[src/rtl/rtsnoc_pkg.sv]
// Shared RTSNoC definitions: local port codes, header/bus width helpers and
// the transmit arbiter state encoding.
package rtsnoc_pkg;

    localparam logic [2:0] NN = 3'd0;
    localparam logic [2:0] NE = 3'd1;
    localparam logic [2:0] EE = 3'd2;
    localparam logic [2:0] SE = 3'd3;
    localparam logic [2:0] SS = 3'd4;
    localparam logic [2:0] SW = 3'd5;
    localparam logic [2:0] WW = 3'd6;
    localparam logic [2:0] NW = 3'd7;

    function automatic int dst_width(input int size_x, input int size_y);
        return 3 + size_y + size_x;
    endfunction

    // Origin plus destination: two coordinate pairs and two local codes.
    function automatic int header_width(input int size_x, input int size_y);
        return 2 * size_x + 2 * size_y + 6;
    endfunction

    function automatic int bus_width(input int data_w, input int size_x, input int size_y);
        return data_w + header_width(size_x, size_y);
    endfunction

    typedef enum logic [1:0] {
        ST_IDLE = 2'd0,
        ST_SEND = 2'd1,
        ST_HOLD = 2'd2
    } tx_state_t;

endpackage

[src/rtl/rtsnoc_rr_arbiter.sv]
// Combinational round-robin picker: first eligible index at or after ptr,
// wrapping modulo N. Returns a one-hot winner and its binary index.
module rtsnoc_rr_arbiter #(
    parameter int N = 4,
    localparam int PW = $clog2(N)
) (
    input  logic [N-1:0]  eligible,
    input  logic [PW-1:0] ptr,
    output logic [N-1:0]  winner,
    output logic [PW-1:0] win_idx,
    output logic          found
);

    localparam logic [PW:0] N_EXT = (PW + 1)'(N);

    // Both operands are below N, so a single conditional subtract wraps.
    function automatic logic [PW-1:0] wrap_add(input logic [PW-1:0] a, input logic [PW-1:0] b);
        logic [PW:0] s;
        s = {1'b0, a} + {1'b0, b};
        if (s >= N_EXT) begin
            s = s - N_EXT;
        end
        return s[PW-1:0];
    endfunction

    logic [N-1:0]  rot;
    logic [PW-1:0] offset;

    generate
        for (genvar gi = 0; gi < N; gi++) begin : g_rot
            assign rot[gi] = eligible[wrap_add(ptr, PW'(gi))];
        end
    endgenerate

    always_comb begin
        offset = '0;
        found  = 1'b0;
        for (int k = N - 1; k >= 0; k--) begin
            if (rot[k]) begin
                offset = PW'(k);
                found  = 1'b1;
            end
        end
    end

    assign win_idx = wrap_add(ptr, offset);

    always_comb begin
        winner = '0;
        if (found) begin
            winner[win_idx] = 1'b1;
        end
    end

endmodule

[src/rtl/rtsnoc_tx_arbiter.sv]
// Round-robin transmit arbiter sharing one RTSNoC router local port among
// several masters; stamps origin fields and holds the grant across bursts.
module rtsnoc_tx_arbiter
    import rtsnoc_pkg::*;
#(
    parameter int N_CLIENTS      = 4,
    parameter int NOC_LOCAL_ADR  = 0,
    parameter int NOC_X          = 0,
    parameter int NOC_Y          = 0,
    parameter int SOC_SIZE_X     = 1,
    parameter int SOC_SIZE_Y     = 1,
    parameter int NOC_DATA_WIDTH = 16,
    localparam int DST_W         = dst_width(SOC_SIZE_X, SOC_SIZE_Y),
    localparam int REQ_W         = DST_W + NOC_DATA_WIDTH,
    localparam int NOC_BUS_SIZE  = bus_width(NOC_DATA_WIDTH, SOC_SIZE_X, SOC_SIZE_Y)
) (
    input  logic                         clk_i,
    input  logic                         rst_i,
    input  logic [N_CLIENTS-1:0]         req_i,
    input  logic [N_CLIENTS-1:0]         last_i,
    input  logic [N_CLIENTS*REQ_W-1:0]   flit_i,
    output logic [N_CLIENTS-1:0]         ack_o,
    output logic [N_CLIENTS-1:0]         grant_o,
    output logic [NOC_BUS_SIZE-1:0]      noc_din_o,
    output logic                         noc_wr_o,
    input  logic                         noc_wait_i
);

    localparam int PW     = $clog2(N_CLIENTS);
    localparam int ORIG_W = SOC_SIZE_X + SOC_SIZE_Y + 3;
    localparam logic [ORIG_W-1:0] ORIGIN = {SOC_SIZE_X'(NOC_X), SOC_SIZE_Y'(NOC_Y), 3'(NOC_LOCAL_ADR)};

    tx_state_t                 state_reg, state_next;
    logic [PW-1:0]             ptr_reg, ptr_next;
    logic [PW-1:0]             own_reg, own_next;
    logic                      last_reg, last_next;
    logic [N_CLIENTS-1:0]      grant_reg, grant_next;
    logic [N_CLIENTS-1:0]      ack_reg, ack_next;
    logic [NOC_BUS_SIZE-1:0]   din_reg, din_next;
    logic                      wr_reg, wr_next;

    logic [N_CLIENTS-1:0]      eligible;
    logic [N_CLIENTS-1:0]      winner;
    logic [PW-1:0]             win_idx;
    logic                      found;
    logic                      own_eligible;
    logic [REQ_W-1:0]          client_flit [N_CLIENTS];

    // A client is masked on its ack cycle so a stale flit is never resent.
    assign eligible     = req_i & ~ack_reg;
    assign own_eligible = eligible[own_reg];

    generate
        for (genvar gi = 0; gi < N_CLIENTS; gi++) begin : g_slice
            assign client_flit[gi] = flit_i[gi*REQ_W +: REQ_W];
        end
    endgenerate

    rtsnoc_rr_arbiter #(
        .N (N_CLIENTS)
    ) u_rr (
        .eligible (eligible),
        .ptr      (ptr_reg),
        .winner   (winner),
        .win_idx  (win_idx),
        .found    (found)
    );

    always_ff @(posedge clk_i) begin
        if (rst_i) begin
            state_reg <= ST_IDLE;
        end else begin
            state_reg <= state_next;
        end
    end

    always_comb begin
        state_next = state_reg;
        case (state_reg)
            ST_IDLE: if (found)        state_next = ST_SEND;
            ST_SEND: if (!noc_wait_i)  state_next = last_reg ? ST_IDLE : ST_HOLD;
            ST_HOLD: if (own_eligible) state_next = ST_SEND;
            default:                   state_next = ST_IDLE;
        endcase
    end

    always_comb begin
        ptr_next   = ptr_reg;
        own_next   = own_reg;
        last_next  = last_reg;
        grant_next = grant_reg;
        din_next   = din_reg;
        ack_next   = '0;
        case (state_reg)
            ST_IDLE: begin
                if (found) begin
                    own_next   = win_idx;
                    grant_next = winner;
                    din_next   = {ORIGIN, client_flit[win_idx]};
                    last_next  = last_i[win_idx];
                end
            end
            ST_SEND: begin
                if (!noc_wait_i) begin
                    ack_next[own_reg] = 1'b1;
                    if (last_reg) begin
                        grant_next = '0;
                        ptr_next   = (own_reg == PW'(N_CLIENTS - 1)) ? '0 : own_reg + PW'(1);
                    end
                end
            end
            ST_HOLD: begin
                if (own_eligible) begin
                    din_next  = {ORIGIN, client_flit[own_reg]};
                    last_next = last_i[own_reg];
                end
            end
            default: begin
                grant_next = '0;
            end
        endcase
        wr_next = (state_next == ST_SEND);
    end

    always_ff @(posedge clk_i) begin
        if (rst_i) begin
            ptr_reg   <= '0;
            own_reg   <= '0;
            last_reg  <= 1'b0;
            grant_reg <= '0;
            ack_reg   <= '0;
            din_reg   <= '0;
            wr_reg    <= 1'b0;
        end else begin
            ptr_reg   <= ptr_next;
            own_reg   <= own_next;
            last_reg  <= last_next;
            grant_reg <= grant_next;
            ack_reg   <= ack_next;
            din_reg   <= din_next;
            wr_reg    <= wr_next;
        end
    end

    assign ack_o     = ack_reg;
    assign grant_o   = grant_reg;
    assign noc_din_o = din_reg;
    assign noc_wr_o  = wr_reg;

endmodule

[config.mk]
export PLATFORM = sky130hd
export DESIGN_NAME = rtsnoc_tx_arbiter
export DESIGN_NICKNAME = d
export VERILOG_FILES = /design/src/rtl/rtsnoc_pkg.sv /design/src/rtl/rtsnoc_rr_arbiter.sv /design/src/rtl/rtsnoc_tx_arbiter.sv
export SDC_FILE = /design/constraint.sdc
export NUM_CORES = 1
export LEC_CHECK = 0
export ABC_AREA = 1
export CORE_MARGIN = 1
export CORE_UTILIZATION = 48
export CTS_CLUSTER_DIAMETER = 40
export CTS_CLUSTER_SIZE = 14
export DETAILED_ROUTE_END_ITERATION = 6
export PLACE_DENSITY = 0.87
export SLEW_MARGIN = 20
export SYNTH_ARGS = -nofsm -noshare
export SYNTH_HDL_FRONTEND = slang
export SYNTH_SLANG_ARGS = --single-unit
[constraint.sdc]
create_clock -name clk_i -period 4.7 [get_ports clk_i]
set_input_delay 1.175 -clock clk_i [delete_from_list [all_inputs] [get_ports clk_i]]
set_output_delay 1.175 -clock clk_i [all_outputs]
set_load 0.05 [all_outputs]
==> results.py <==
# Generated from Yosys and OpenROAD reports
metrics = {
    "power_and_ir_drop": {
        "vdd_drop_max_mv": 0.2484,
        "pwr.group.combinational_mw": 1.25,
        "p_per_area_nw_per_um2": 429.4,
        "powerSeq_mw": 0.435,
        "p_switching_mw": 0.9721,
        "power_leader": "combinational logic",
        "p_seq_frac": 0.220,
        "clock_power_mw": 0.292,
        "pwr-share-comb": 0.632,
        "leakagePower_nw": 1.936,
        "switching_share": 0.4930,
        "p_int_mw": 0.9997,
        "clock_power_share": 0.148,
    },
    "final_layout": {
        "area_growth_syn_to_layout_pct": 40.08,
        "largest_register_ffs": 21,
        "final_nets": 740,
        "drive_gt1_frac": 0.04524,
        "final_util": 0.7110,
        "flop_area_sq_um": 740.7,
        "diodes": 0,
        "fillCellCount": 540,
        "logic_area_sq_um": 2226,
    },
    "worst_hold_path": {
        "hp-class": "flip-flop to flip-flop",
    },
    "global_routing": {
        "grt_pass1_wl_mm": 18.33,
        "grt_overflow": 0,
        "track_usage": 0.3133,
        "antenna_found_initial": 0,
        "grt_pass1_vias": 4032,
        "grt_max_degree": 53,
    },
    "run": {
        "maxCapViolations": 0,
        "tool_warnings": 29,
    },
    "clocking": {
        "cts_resized": 0,
        "cts_buffers": 5,
        "cts-hold-fix-buffers": 0,
        "cts_root_buffer": "clkbuf_8",
        "path_clk_slew_ps": 90,
        "clock-sinks": 37,
        "post-cts-setup-buffers": 0,
        "htreeDepth": 2,
        "clk_latency_ps": 300,
        "cts.path.max_buffers": 2,
        "tritoncts": "built",
    },
    "final_timing": {
        "relSlewSlack": 0.5159,
        "finClkSkew_ps": 12.44,
        "worstMarginPinSlew_ps": 726.2,
        "finalClockPeriodUsage": 0.8089,
        "fmax_mhz": 263.0,
        "hold_viol_final": 0,
        "finalSetupTns_ps": 0,
        "slew_violations": 0,
        "finalSetupViolCount": 0,
        "rsz0062_at_grt": "false",
        "fin_crit_ps": 3802,
    },
    "floorplanning": {
        "coreArea_sq_um": 6459,
        "core.rowCount": 29,
        "ioPinCount": 130,
        "fp-utilization": 0.5076,
        "die_h_um": 84.64,
        "die_area_sq_um": 7164,
        "die_w_um": 84.64,
    },
    "logic_synthesis": {
        "post_synth.cell_area_avg_sq_um": 6.082,
        "yosys_cells": 539,
        "netlist_area_sq_um": 3278,
        "ys_types": 27,
        "ys.flops": 37,
        "netlist_instances": 539,
        "ys_chip_area_sq_um": 3278,
        "top_area_frac": 0.2260,
        "ys_warn_count": 0,
        "yosysTopAreaCell": "dfxtp_1",
        "area_leaders": "dfxtp_1, nor2_1, mux2i_1, nand3_1, a21oi_1",
        "ys_seq_frac": 0.2260,
    },
    "detailed_routing": {
        "via_per_inst": 5.866,
        "wl_per_cell_um": 15.76,
        "drtIter0Drc": 408,
        "dr.pass1.iters": 7,
        "ant_nets": 0,
        "num_vias": 4212,
        "wl_mm": 11.31,
        "drc": 7,
    },
    "worst_setup_path": {
        "endpoint_kind": "flip-flop",
        "startpoint_type": "primary input",
        "cp_data_arrival_time_ps": 4010,
        "critPathKind": "primary input to flip-flop",
        "crit_fanout": 25,
        "crit_required_ps": 4910,
        "rrSetupSlack_ps": 1580,
    },
    "status": {
        "status": "finished with violations",
        "violations": "DRC",
    },
    "placement": {
        "dp_hpwl_mm": 7.649,
        "io_buffers": 124,
        "gp_congestion": 0.8382,
    },
}
[final timing paths]
kind | cells past startpoint | from | endpoint
worst min-delay path | 2 | grant_o[0] | grant_o[0]
worst max-delay path | 16 | req_i[3] | noc_din_o[2]
worst max register to register | 17 | ptr_reg[0] | noc_din_o[2]
worst min register to register | 2 | grant_o[0] | grant_o[0]
[layout by cell type (no fill, tap or decap), types with 2 or more instances in the layout]
| master | count |
|---|---|
| inv_2 | 3 |
| nor2_1 | 118 |
| o21ai_1 | 16 |
| buf_4 | 8 |
| inv_1 | 25 |
| clkbuf_8 | 5 |
| o21ai_0 | 52 |
| nand2_1 | 60 |
| nand3_1 | 70 |
| clkdlybuf4s50_1 | 124 |
| mux2i_1 | 40 |
| conb_1 | 5 |
| ha_1 | 4 |
| nor2_4 | 2 |
| dfxtp_1 | 37 |
| clkinv_1 | 2 |
| a211oi_1 | 2 |
| a21oi_1 | 55 |
| nand2_2 | 3 |
[layout make-up]
type / count / area share
multi-input combinational: 434 / 0.4847
timing repair buffer: 132 / 0.2834
sequential: 37 / 0.1613
inverter: 30 / 0.02452
tap: 77 / 0.02098
clock buffer: 5 / 0.01499
clock inverter: 3 / 0.01008
[synthesized netlist by cell type (all sizes together)]
| library cell | n |
|---|---|
| dfxtp | 37 |
| xor2 | 1 |
| buf | 17 |
| nand3 | 71 |
| conb | 1 |
| a21oi | 55 |
| ha | 5 |
| a31oi | 1 |
| clkbuf | 25 |
| a211oi | 2 |
| mux2i | 40 |
| clkinv | 2 |
| nor2 | 121 |
| o21ai | 69 |
| inv | 28 |
| nand2 | 64 |
[worst max-delay path, cell delays in order]
cell             delay, ps
clkdlybuf4s50_1        510
nand3_1                120
nand3_1                110
nand2_1                 90
a31oi_1                150
nor2_1                  70
ha_2                   170
xor2_1                 160
inv_1                   90
nand3_2                460
nand2_4                500
nand2_1                140
nand3_1                 90
nand3_1                 70
nand2_1                 70
inv_1                   30
[routing by layer]
metal  routed length, um  share of wire  GRT usage  vias up
li1                    -              -          -     1996
met1                4433           0.39     0.3744     1915
met2                5521           0.49     0.5440      267
met3                1056          0.093    0.05113       34
met4                 303          0.027     0.1556        0
met5                   0              0          0        -
[stage by stage]
| step | std cells | cell area, sq um | power [mW] | worst slack [ps] | hold slack, ps |
|---|---|---|---|---|---|
| floorplan | 543 | 3293 | 1.316 | 1645 | 496.3 |
| global placement | 710 | 4477 | 1.628 | 839.8 | 450.3 |
| detailed placement | 710 | 4477 | 1.658 | 706.2 | 459.9 |
| CTS | 718 | 4592 | 1.952 | 981.9 | 472.1 |
| global route | 718 | 4592 | 2.091 | 697.6 | 487.5 |
| finish | 718 | 4592 | 1.972 | 898.0 | 468.4 |
[logic make-up (layout without fill, tap and decap cells)]
kind of cell | after synthesis | in the layout | synth area share
and+or+nand+nor | 256 | 256 | 0.3317
AOI/OAI and AO/OA | 127 | 127 | 0.1969
buffers and inverters | 72 | 170 | 0.1004
muxes | 40 | 40 | 0.1221
DFF | 37 | 37 | 0.2260
adders and majority gates | 5 | 5 | 0.01908
other | 1 | 5 | 0.001144
xor gates and xnor gates | 1 | 1 | 0.002672
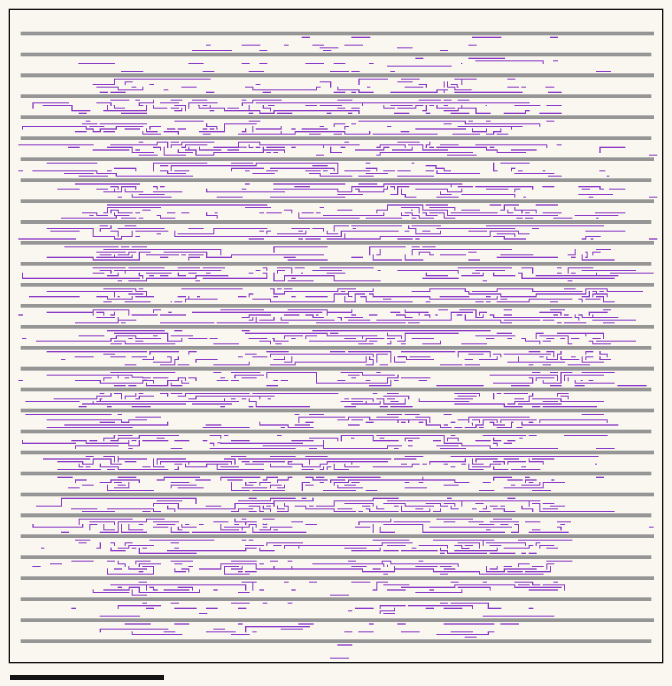
Fig. 1. Metal 1.
Bar = 20 um. Supply wires on this layer in grey.
share of all routed wire: 39%
longest straight run: 35.4 um

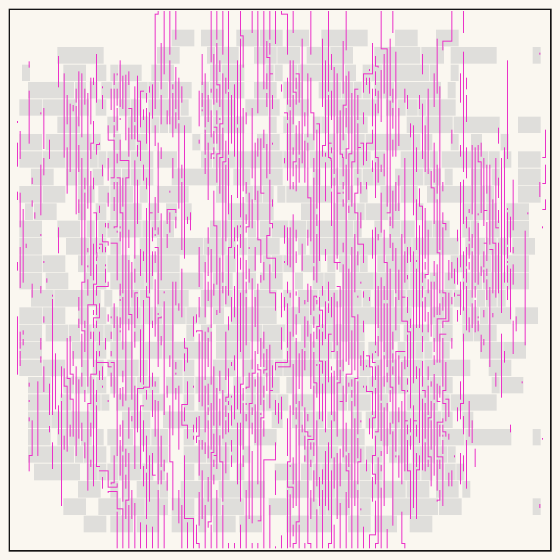
Fig. 2. M2 wires.
Cells faint in the background.
longest straight run: 34.9 um
nets with wire on the layer: 605
main direction: vertical
wire length on this layer: 5,520 um

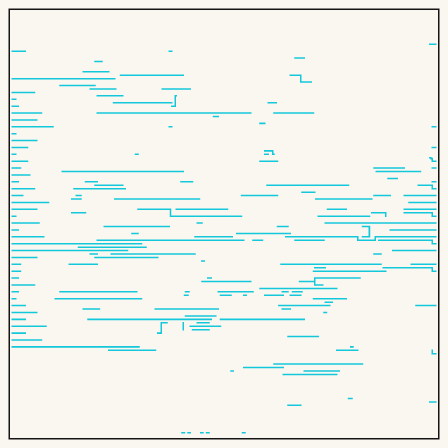
Fig. 3. Met3 routing.
longest straight run: 30.4 um
share of all routed wire: 9.3%
main direction: horizontal

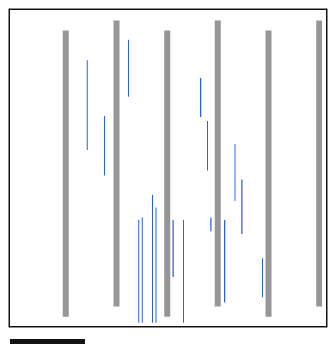
Fig. 4. M4 wires.
Bar = 20 um. Supply wires on this layer in grey.
longest straight run: 34.0 um
nets with wire on the layer: 15
wire length on this layer: 304 um
main direction: vertical

Power and IR drop assume default switching activity.
